===== config.mk =====
export PLATFORM = sky130hd
export DESIGN_NAME = dopcode_decoder
export DESIGN_NICKNAME = d
export VERILOG_FILES = /design/src/rtl/dopcode_decoder.sv
export SDC_FILE = /design/constraint.sdc
export NUM_CORES = 1
export LEC_CHECK = 0
export ABC_AREA = 1
export CORE_ASPECT_RATIO = 0.8
export CORE_MARGIN = 2
export CORE_UTILIZATION = 45
export DETAILED_ROUTE_END_ITERATION = 16
export GPL_TIMING_DRIVEN = 0
export PLACE_DENSITY = 0.67
export SLEW_MARGIN = 20
export SYNTH_ARGS = -nofsm -noshare
export SYNTH_HDL_FRONTEND = slang
export SYNTH_SLANG_ARGS = --single-unit

===== constraint.sdc =====
create_clock -name clk_i -period 1.2 [get_ports clk_i]
set_input_delay 0.12 -clock clk_i [delete_from_list [all_inputs] [get_ports clk_i]]
set_output_delay 0.12 -clock clk_i [all_outputs]
set_load 0.005 [all_outputs]

===== src/rtl/dopcode_decoder.sv =====
// -----------------------------------------------------------------------------
// dopcode_decoder
// Purpose:
//   Bit-serial converter from a W-bit two's-complement word to W-bit
//   sign-magnitude form. One bit is processed per clock, LSB first. A negative
//   word is negated with the copy-through-first-1-then-invert rule, so no adder
//   is needed. The most negative input has no representable magnitude and
//   saturates to sign=1 with an all-ones magnitude.
//
// Parameters:
//   W            data width including the sign bit (4..32)
//
// Ports:
//   clk_i        clock, all state changes on the rising edge
//   rst_i        synchronous active-high reset
//   in_valid_i   producer has a word on in_data_i
//   in_ready_o   block can accept a word (high only while idle)
//   in_data_i    two's-complement operand
//   out_valid_o  out_data_o holds a result
//   out_ready_i  consumer takes out_data_o
//   out_data_o   sign-magnitude result, [W-1]=sign, [W-2:0]=magnitude
//   busy_o       high while a word is being shifted or waiting to be taken
//   out_ovf_o    (only with DOPDEC_OVF_FLAG_EN) result was saturated
//
// Configuration:
//   DOPDEC_OVF_FLAG_EN  when defined, adds the out_ovf_o flag. Saturation and
//                       timing are identical either way.
// -----------------------------------------------------------------------------
module dopcode_decoder #(
    parameter int W = 16
) (
    input  logic         clk_i,
    input  logic         rst_i,
    input  logic         in_valid_i,
    output logic         in_ready_o,
    input  logic [W-1:0] in_data_i,
    output logic         out_valid_o,
    input  logic         out_ready_i,
    output logic [W-1:0] out_data_o,
    output logic         busy_o
`ifdef DOPDEC_OVF_FLAG_EN
    ,
    output logic         out_ovf_o
`endif
);

    localparam int CW = $clog2(W);

    typedef enum logic [1:0] {
        IDLE  = 2'd0,
        SHIFT = 2'd1,
        DONE  = 2'd2
    } state_t;

    state_t          state_q;
    logic [W-1:0]    sr_q;
    logic [W-2:0]    mag_q;
    logic            sign_q;
    logic            seen1_q;
    logic            sat_q;
    logic [CW-1:0]   cnt_q;
    logic            in_ready_q;
    logic            out_valid_q;
    logic            busy_q;
    logic [W-1:0]    out_data_q;
`ifdef DOPDEC_OVF_FLAG_EN
    logic            out_ovf_q;
`endif

    logic            magBit_d;
    logic            seen1_d;
    logic [W-2:0]    mag_d;

    // Per-step magnitude bit. For a negative word every bit up to and
    // including the first 1 passes unchanged; every later bit is inverted.
    always_comb begin
        magBit_d = sr_q[0];
        seen1_d  = seen1_q;
        if (sign_q) begin
            magBit_d = seen1_q ? ~sr_q[0] : sr_q[0];
            seen1_d  = seen1_q | sr_q[0];
        end
        mag_d = {magBit_d, mag_q[W-2:1]};
    end

    // Control FSM and datapath. The magnitude register collects the first
    // W-1 bits; the final step sees the sign position, whose converted bit is
    // not part of the magnitude, so that step only publishes the result.
    always_ff @(posedge clk_i) begin
        if (rst_i) begin
            state_q     <= IDLE;
            sr_q        <= '0;
            mag_q       <= '0;
            sign_q      <= 1'b0;
            seen1_q     <= 1'b0;
            sat_q       <= 1'b0;
            cnt_q       <= '0;
            in_ready_q  <= 1'b1;
            out_valid_q <= 1'b0;
            busy_q      <= 1'b0;
            out_data_q  <= '0;
`ifdef DOPDEC_OVF_FLAG_EN
            out_ovf_q   <= 1'b0;
`endif
        end else begin
            unique case (state_q)
                IDLE: begin
                    if (in_valid_i) begin
                        state_q    <= SHIFT;
                        sr_q       <= in_data_i;
                        mag_q      <= '0;
                        sign_q     <= in_data_i[W-1];
                        seen1_q    <= 1'b0;
                        sat_q      <= in_data_i[W-1] && (in_data_i[W-2:0] == '0);
                        cnt_q      <= '0;
                        in_ready_q <= 1'b0;
                        busy_q     <= 1'b1;
                    end
                end
                SHIFT: begin
                    sr_q    <= {1'b0, sr_q[W-1:1]};
                    seen1_q <= seen1_d;
                    cnt_q   <= cnt_q + CW'(1);
                    if (cnt_q == CW'(W-1)) begin
                        state_q     <= DONE;
                        out_valid_q <= 1'b1;
                        out_data_q  <= sat_q ? '1 : {sign_q, mag_q};
`ifdef DOPDEC_OVF_FLAG_EN
                        out_ovf_q   <= sat_q;
`endif
                    end else begin
                        mag_q <= mag_d;
                    end
                end
                DONE: begin
                    if (out_ready_i) begin
                        state_q     <= IDLE;
                        out_valid_q <= 1'b0;
                        in_ready_q  <= 1'b1;
                        busy_q      <= 1'b0;
                        out_data_q  <= '0;
`ifdef DOPDEC_OVF_FLAG_EN
                        out_ovf_q   <= 1'b0;
`endif
                    end
                end
                default: begin
                    state_q <= IDLE;
                end
            endcase
        end
    end

    assign in_ready_o  = in_ready_q;
    assign out_valid_o = out_valid_q;
    assign out_data_o  = out_data_q;
    assign busy_o      = busy_q;
`ifdef DOPDEC_OVF_FLAG_EN
    assign out_ovf_o   = out_ovf_q;
`endif

endmodule


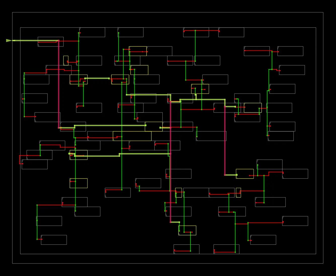
(clock nets)
latest clock arrival within the worst-skew pair: 340 ps
clock group total power: 1.82 mW
clock buffer count: 13
clk sink count: 59
flip-flops: 59

==> flow_metrics.tcl <==
# collected from the flow reports
set metrics [dict create \
    status "finished, violations left" \
    violations "setup timing" \
    clkCellAreaFrac 0.0480 \
    buf_share 0.202 \
    drive_gt1_frac 0.325 \
    switching_share 0.268 \
    setup_viol 40 \
    synthesis.instances 377 \
    yosysChipArea_um2 2630 \
    reg2reg_slack_ps -110 \
    die_h_um 72.4 \
    maxCapViolCount 0 \
    dieArea_um2 6480 \
    top_layer "met4" \
    postSynthSeqShare 0.449 \
    fmaxAchievable_ghz 0.765 \
    critPathMostFrequentCell "nor2_8" \
    cp_slowest_cell "dfxtp_2" \
    worst_slack_ps -107 \
    io_buffers 38 \
    synth_area_um2 2630 \
]
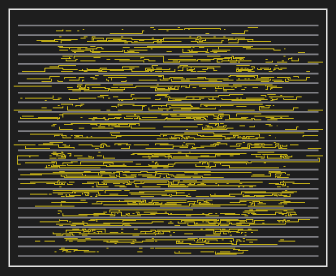
(signal wires on met1)
Supply wires on this layer in gray.
longest straight run = 45.5 um
main direction = horizontal
share of all routed wire = 50%
nets with wire on the layer = 450

Power figures rest on the tool's default switching activity, not on a simulated workload.
